[src/rtl/issue_queue.sv]
// issue_queue: in-order circular issue buffer. It accepts ENQ_W lanes per cycle and issues up to ISSUE_W lanes oldest-first, holding back lanes that hazard with older ones.
// Define ISSUEQ_BYPASS_EN to let an empty, unstalled queue issue incoming lanes in the same cycle.
package issue_queue_pkg;
   typedef struct packed {
      logic       dst_v;
      logic [2:0] dst;
      logic       s0_v;
      logic [2:0] s0;
      logic       s1_v;
      logic [2:0] s1;
      logic       wf;
      logic       halt;
   } dec_t;
endpackage

module issue_queue_dec
   import issue_queue_pkg::*;
(
   input  logic [15:0] ir,
   output dec_t        dec
);
   always_comb begin
      dec = '0;
      casez ({ir[15:13], ir[12:11]})
         5'b110_10: begin dec.dst_v = 1'b1; dec.dst = ir[10:8]; end
         5'b110_00: begin
            dec.dst_v = 1'b1; dec.dst = ir[7:5];
            dec.s0_v  = 1'b1; dec.s0  = ir[2:0];
         end
         5'b101_00, 5'b101_10: begin
            dec.dst_v = 1'b1; dec.dst = ir[7:5];
            dec.s0_v  = 1'b1; dec.s0  = ir[10:8];
            dec.s1_v  = 1'b1; dec.s1  = ir[2:0];
         end
         5'b101_01: begin
            dec.s0_v = 1'b1; dec.s0 = ir[10:8];
            dec.s1_v = 1'b1; dec.s1 = ir[2:0];
            dec.wf   = 1'b1;
         end
         5'b101_11: begin
            dec.dst_v = 1'b1; dec.dst = ir[7:5];
            dec.s0_v  = 1'b1; dec.s0  = ir[2:0];
         end
         5'b011_00: begin
            dec.dst_v = 1'b1; dec.dst = ir[7:5];
            dec.s0_v  = 1'b1; dec.s0  = ir[10:8];
         end
         5'b100_00: begin
            dec.s0_v = 1'b1; dec.s0 = ir[10:8];
            dec.s1_v = 1'b1; dec.s1 = ir[7:5];
         end
         5'b111_??: dec.halt = 1'b1;
         default: ;
      endcase
   end
endmodule

module issue_queue
   import issue_queue_pkg::*;
#(
   parameter int ISSUE_W = 2,
   parameter int ENQ_W   = 2,
   parameter int DEPTH   = 8,
   parameter int PC_W    = 8,
   parameter int IR_W    = 16
) (
   input  logic                         clk,
   input  logic                         rst,
   input  logic                         flush,
   input  logic                         stall,
   input  logic [ENQ_W-1:0]             in_valid,
   input  logic [ENQ_W-1:0][IR_W-1:0]   in_ir,
   input  logic [ENQ_W-1:0][PC_W-1:0]   in_pc,
   output logic                         in_ready,
   output logic [ISSUE_W-1:0]           out_valid,
   output logic [ISSUE_W-1:0][IR_W-1:0] out_ir,
   output logic [ISSUE_W-1:0][PC_W-1:0] out_pc,
   output logic [$clog2(DEPTH):0]       count
);
   localparam int AW = $clog2(DEPTH);
   localparam int CW = AW + 1;

   logic [IR_W-1:0]    mem_ir [DEPTH];
   logic [PC_W-1:0]    mem_pc [DEPTH];
   logic [AW-1:0]      head, tail;
   logic               byp, do_enq, run, ok, wf_seen, halt_seen;
   logic [CW-1:0]      n_in, n_iss, skip, n_wr, deq;
   logic [ISSUE_W-1:0] avail;
   logic [7:0]         wmask;
   dec_t [ISSUE_W-1:0] dec;

`ifdef ISSUEQ_BYPASS_EN
   assign byp = (count == '0) && !stall;
`else
   assign byp = 1'b0;
`endif

   // valid lanes counted only up to the first gap; anything above it is dropped
   always_comb begin
      run  = 1'b1;
      n_in = '0;
      for (int j = 0; j < ENQ_W; j++) begin
         run  = run & in_valid[j];
         n_in = n_in + CW'(run);
      end
   end

   for (genvar k = 0; k < ISSUE_W; k++) begin : g_lane
      logic [AW-1:0] ent;
      assign ent = head + AW'(k);
      if (k < ENQ_W) begin : g_in
         assign out_ir[k] = byp ? in_ir[k] : mem_ir[ent];
         assign out_pc[k] = byp ? in_pc[k] : mem_pc[ent];
      end else begin : g_st
         assign out_ir[k] = byp ? '0 : mem_ir[ent];
         assign out_pc[k] = byp ? '0 : mem_pc[ent];
      end
      assign avail[k] = byp ? (CW'(k) < n_in) : (CW'(k) < count);
      issue_queue_dec u_dec (.ir(out_ir[k][15:0]), .dec(dec[k]));
   end

   // a lane issues only if every older lane issues and it is hazard-free against all of them
   always_comb begin
      wmask     = '0;
      wf_seen   = 1'b0;
      halt_seen = 1'b0;
      ok        = 1'b1;
      out_valid = '0;
      n_iss     = '0;
      for (int k = 0; k < ISSUE_W; k++) begin
         ok = ok && avail[k] && !halt_seen
              && !(dec[k].halt && k != 0)
              && !(dec[k].wf && wf_seen)
              && !(dec[k].s0_v && wmask[dec[k].s0])
              && !(dec[k].s1_v && wmask[dec[k].s1])
              && !(dec[k].dst_v && wmask[dec[k].dst]);
         out_valid[k] = ok;
         n_iss        = n_iss + CW'(ok);
         if (dec[k].dst_v) wmask[dec[k].dst] = 1'b1;
         wf_seen   = wf_seen | dec[k].wf;
         halt_seen = halt_seen | dec[k].halt;
      end
   end

   assign in_ready = (CW'(DEPTH) - count) >= CW'(ENQ_W);
   assign do_enq   = in_ready && !flush;
   assign skip     = byp ? n_iss : '0;
   assign n_wr     = do_enq ? (n_in - skip) : '0;
   assign deq      = (stall || byp) ? '0 : n_iss;

   // lanes already issued through the bypass are not stored
   always_ff @(posedge clk) begin
      for (int j = 0; j < ENQ_W; j++) begin
         if (do_enq && CW'(j) >= skip && CW'(j) < n_in) begin
            mem_ir[tail + AW'(j) - skip[AW-1:0]] <= in_ir[j];
            mem_pc[tail + AW'(j) - skip[AW-1:0]] <= in_pc[j];
         end
      end
   end

   always_ff @(posedge clk) begin
      if (!rst || flush) begin
         head  <= '0;
         tail  <= '0;
         count <= '0;
      end else begin
         head  <= head + deq[AW-1:0];
         tail  <= tail + n_wr[AW-1:0];
         count <= count + n_wr - deq;
      end
   end
endmodule

[config.mk]
export PLATFORM = sky130hd
export DESIGN_NAME = issue_queue
export DESIGN_NICKNAME = d
export VERILOG_FILES = /design/src/rtl/issue_queue.sv
export SDC_FILE = /design/constraint.sdc
export NUM_CORES = 1
export LEC_CHECK = 0
export CAP_MARGIN = 20
export CORE_ASPECT_RATIO = 2
export CORE_UTILIZATION = 59
export CTS_CLUSTER_DIAMETER = 150
export DETAILED_ROUTE_END_ITERATION = 8
export PLACE_DENSITY_LB_ADDON = 0.08
export SLEW_MARGIN = 20
export SYNTH_ARGS = -nofsm -noshare
export SYNTH_HDL_FRONTEND = slang
export SYNTH_SLANG_ARGS = --single-unit
[constraint.sdc]
create_clock -name clk -period 6.14 [get_ports clk]
set_input_delay 1.228 -clock clk [delete_from_list [all_inputs] [get_ports clk]]
set_output_delay 1.228 -clock clk [all_outputs]
set_load 0.005 [all_outputs]
Figure 1. Sizing map.
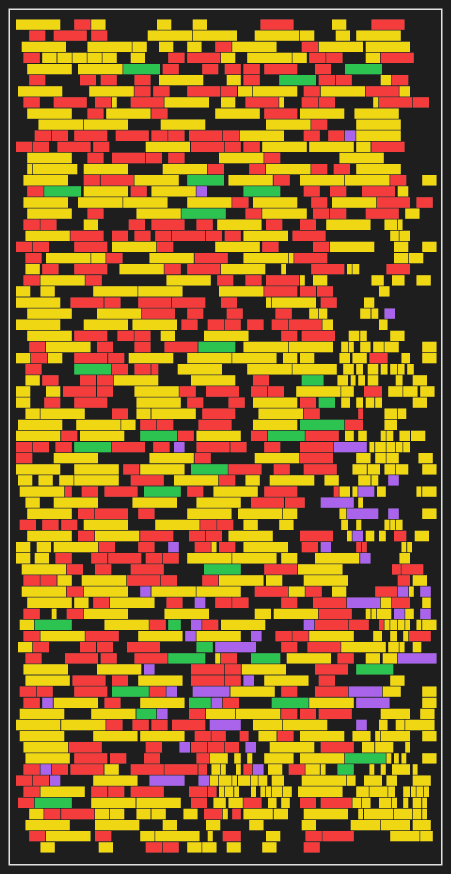
Key: _2 cells = red [cells 364, most used mux2_2]; _3 and _4 cells = purple [cells 45, most used buf_4]; _6 and larger = green [cells 31, most used clkbuf_16]; _0 and _1 cells = yellow [cells 500, most used edfxtp_1]

Figure 2. Wiring heat map.
The die is cut into 11 by 21 equal tiles; dark blue is low, red is high, scaled to the fullest tile. Values are wire area over tile area, all layers added.
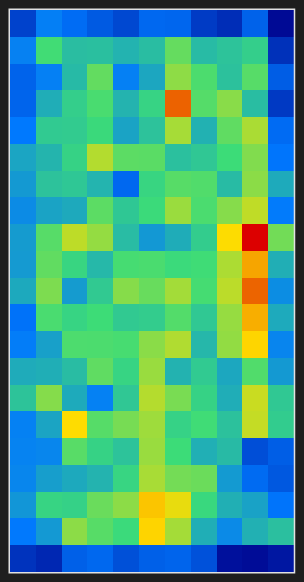
The densest ninth of the die: right middle. 36% of the tiles are over half the peak. The fullest tile reaches 0.61. The mean over all tiles is 0.27.

Figure 3. Register map, names as in the netlist.
Scale bar: 20 um. Other sequential cells in the stronger grey, the rest of the logic in the fainter grey.
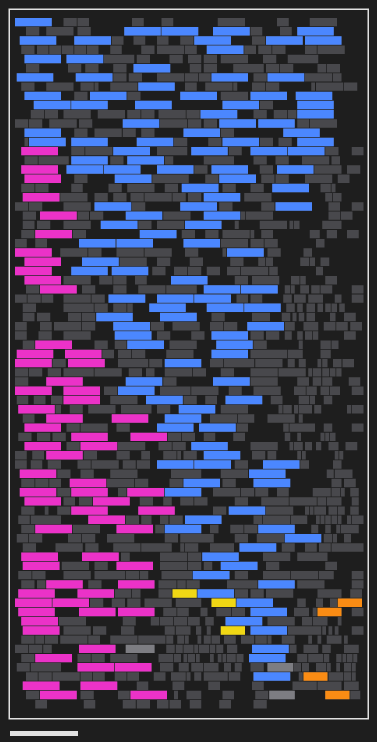
Key: mem_pc = magenta [flops 64]; tail = yellow [flops 3]; count = orange [flops 4, where bottom right]; mem_ir = blue [flops 128]
Another 3 sequential cells are not coloured.

==> flow_metrics.py <==
# Physical implementation metrics
metrics = {
    "run_status": {
        "status": "finished clean",
    },
    "routing": {
        "dr_wl_met2_mm": 19.8,
        "vias": 8354,
        "drtIter0Drc": 702,
        "drc": 0,
        "ant_nets": 0,
        "met1Wirelength_mm": 12.5,
        "post_drt_wl_per_cell_um": 29.9,
        "routed.top_layer": "met4",
        "finalWirelength_mm": 36.2,
    },
    "placement": {
        "place_area_um2": 14100,
        "gp_congestion": 0.989,
        "place_inst": 1163,
        "io_buffers": 108,
    },
    "layout": {
        "drive_above_1_share_pct": 46.8,
        "mi_logic_area_um2": 6460,
        "register_area_um2": 5970,
        "final_cell_area_um2": 14900,
        "final_nets": 998,
        "syn2layout_area_growth_pct": 18.1,
    },
    "final_timing": {
        "slew-limit-headroom_pct": 35.1,
        "finalHoldViolCount": 0,
        "skew_ns": 0.0104,
        "setup_viol": 0,
        "setup_slack_ns": 0.0960,
        "drv_slew": 0,
        "fin_crit_ns": 6.04,
        "tns_ns": 0,
        "clock.fmax_ghz": 0.165,
    },
    "logic_synthesis": {
        "ys_cells": 813,
        "flop_cell": "edfxtp_1",
        "synth_area_um2": 12600,
        "ys_seq_share_pct": 47.2,
        "ys_warn_count": 0,
        "ys_area_um2": 12600,
        "synth_flops": 202,
        "syn_area_per_cell_um2": 15.5,
        "ys_async_sr_fraction_pct": 0,
        "syn_inst": 813,
        "edf_count": 192,
    },
    "grt": {
        "first_global_vias": 9056,
        "grt_max_degree": 54,
        "grt.total_usage_pct": 33.9,
        "antenna_found_initial": 0,
        "grt_first_pass_wirelength_mm": 54.3,
    },
    "floorplan": {
        "dieArea_um2": 22000,
        "initial_core_util_pct": 60.1,
        "die_h_um": 209,
        "fp.coreArea_um2": 21000,
        "pin_count": 109,
    },
    "critical_path": {
        "crit_top_cell": "buf_4",
        "rr_startpoint": "head[0]",
        "worstPathArrival_ns": 4.82,
        "cp-startpoint": "head[0]",
        "path_max_fanout": 22,
        "crit_path_top_delay_cell": "mux4_2",
        "critical_path.top_delay_family": "buffers and inverters",
        "endpoint_kind": "primary output",
        "path_class": "reg -> out",
        "cp-start-kind": "flop",
    },
    "clock_tree": {
        "numCtsBuffers": 19,
        "insertion_delay_ns": 0.51,
        "holdBufCountCts": 0,
        "clock-sinks": 202,
        "path_clk_slew_ns": 0.07,
        "clock_path_buffers": 3,
        "htreeDepth": 1,
        "cts-root-buf": "clkbuf_16",
    },
    "power_and_ir_drop": {
        "pwr_density_cell_nw_per_um2": 328,
        "p_leak_nw": 4.76,
    },
    "worst_hold_path": {
        "hp-class": "reg -> reg",
    },
    "job": {
        "warning_count": 27,
    },
}
[cell usage in the layout (no fill, tap or decap), drive strengths merged, types with 4 or more instances in the layout]
cell type,n
clkdlybuf4s50,108
xnor2,5
nand2b,6
nor2,21
and2,6
nor3,7
inv,25
mux2i,15
a21oi,10
a211oi,6
clkbuf,24
ha,12
mux4,93
fa,4
buf,37
clkinv,4
edfxtp,192
nor4,9
o211ai,6
o31ai,6
nand4,7
mux2,238
dfxtp,10
nand2,20
xor2,5
o21ai,13
[cells by family after synthesis]
logic type,synth area share [%]
DFF,47.2
AOI/OAI and AO/OA,3.93
muxes,39.4
and+or+nand+nor,3.96
buffers and inverters,2.77
adders and majority gates,1.82
xor gates and xnor gates,0.842
[power breakdown]
| group | internal (mW) | total, mW | switching, mW |
|---|---|---|---|
| sequential | 1.60 | 1.65 | 0.0503 |
| clock | 0.668 | 1.19 | 0.525 |
| combinational | 1.04 | 2.05 | 1.01 |
| total | 3.31 | 4.90 | 1.59 |
[worst paths after layout]
| check | end | slack [ns] | cells past startpoint |
|---|---|---|---|
| max | out_valid[1] | 0.1 | 14 |
| min | count[0] | 0.67 | 2 |
| max reg2reg | count[3] | 0.68 | 21 |
| min reg2reg | count[0] | 0.67 | 2 |
[flip-flops by register name, indices dropped and copies added, names as in the netlist]
signal  flops
count       4
head        3
mem_ir    128
mem_pc     64
tail        3
[per-layer routing]
layer | track usage [%] | up-vias
met3 | 4.62 | 119
met5 | 0 | -
met4 | 17.8 | 0
li1 | - | 3547
met2 | 61.9 | 373
met1 | 37.8 | 4315
[synth_stat cells (3+ instances only)]
cell type	number	area (um^2)
mux2_2	234	2640
edfxtp_1	192	5770
mux4_2	93	2090
clkbuf_1	24	90.1
nor2_1	21	78.8
nand2_1	20	75.1
inv_1	19	71.3
buf_2	15	75.1
ha_1	12	150
a21oi_1	10	50.1
dfxtp_1	10	200
o21ai_0	10	50.1
mux2i_1	9	90.1
nor4_1	8	50.1
nand4_1	7	43.8
nor3_1	7	35.0
a211oi_1	6	45.0
and2_1	6	37.5
buf_1	6	22.5
nand2b_1	6	37.5
o211ai_1	6	45.0
o31ai_1	6	45.0
inv_2	5	18.8
xnor2_1	5	43.8
buf_4	4	30.0
fa_1	4	80.1
mux2_1	4	45.0
mux2i_4	4	90.1
xor2_1	4	35.0
a21o_1	3	22.5
a31oi_1	3	18.8
and3b_1	3	26.3
nand3_1	3	15.0
o21ai_1	3	15.0
o21bai_1	3	22.5
[layout make-up]
type	count	area share (%)
well taps	269	2.26
clock buffers	23	3.36
multi-input cells	535	43.3
clock inverters	10	0.730
flip-flops and latches	202	40.0
inverters	24	0.604
repair buffers	146	9.67
[timing repair]
| action | CTS | global route |
|---|---|---|
| endpoints found under the setup margin | 1 | 1 |
| cloned | 0 | 1 |
| setup buffers | 7 | 5 |
| pin swaps | 3 | 1 |
| hold endpoints to repair | 0 | 0 |
| resized | 12 | 9 |
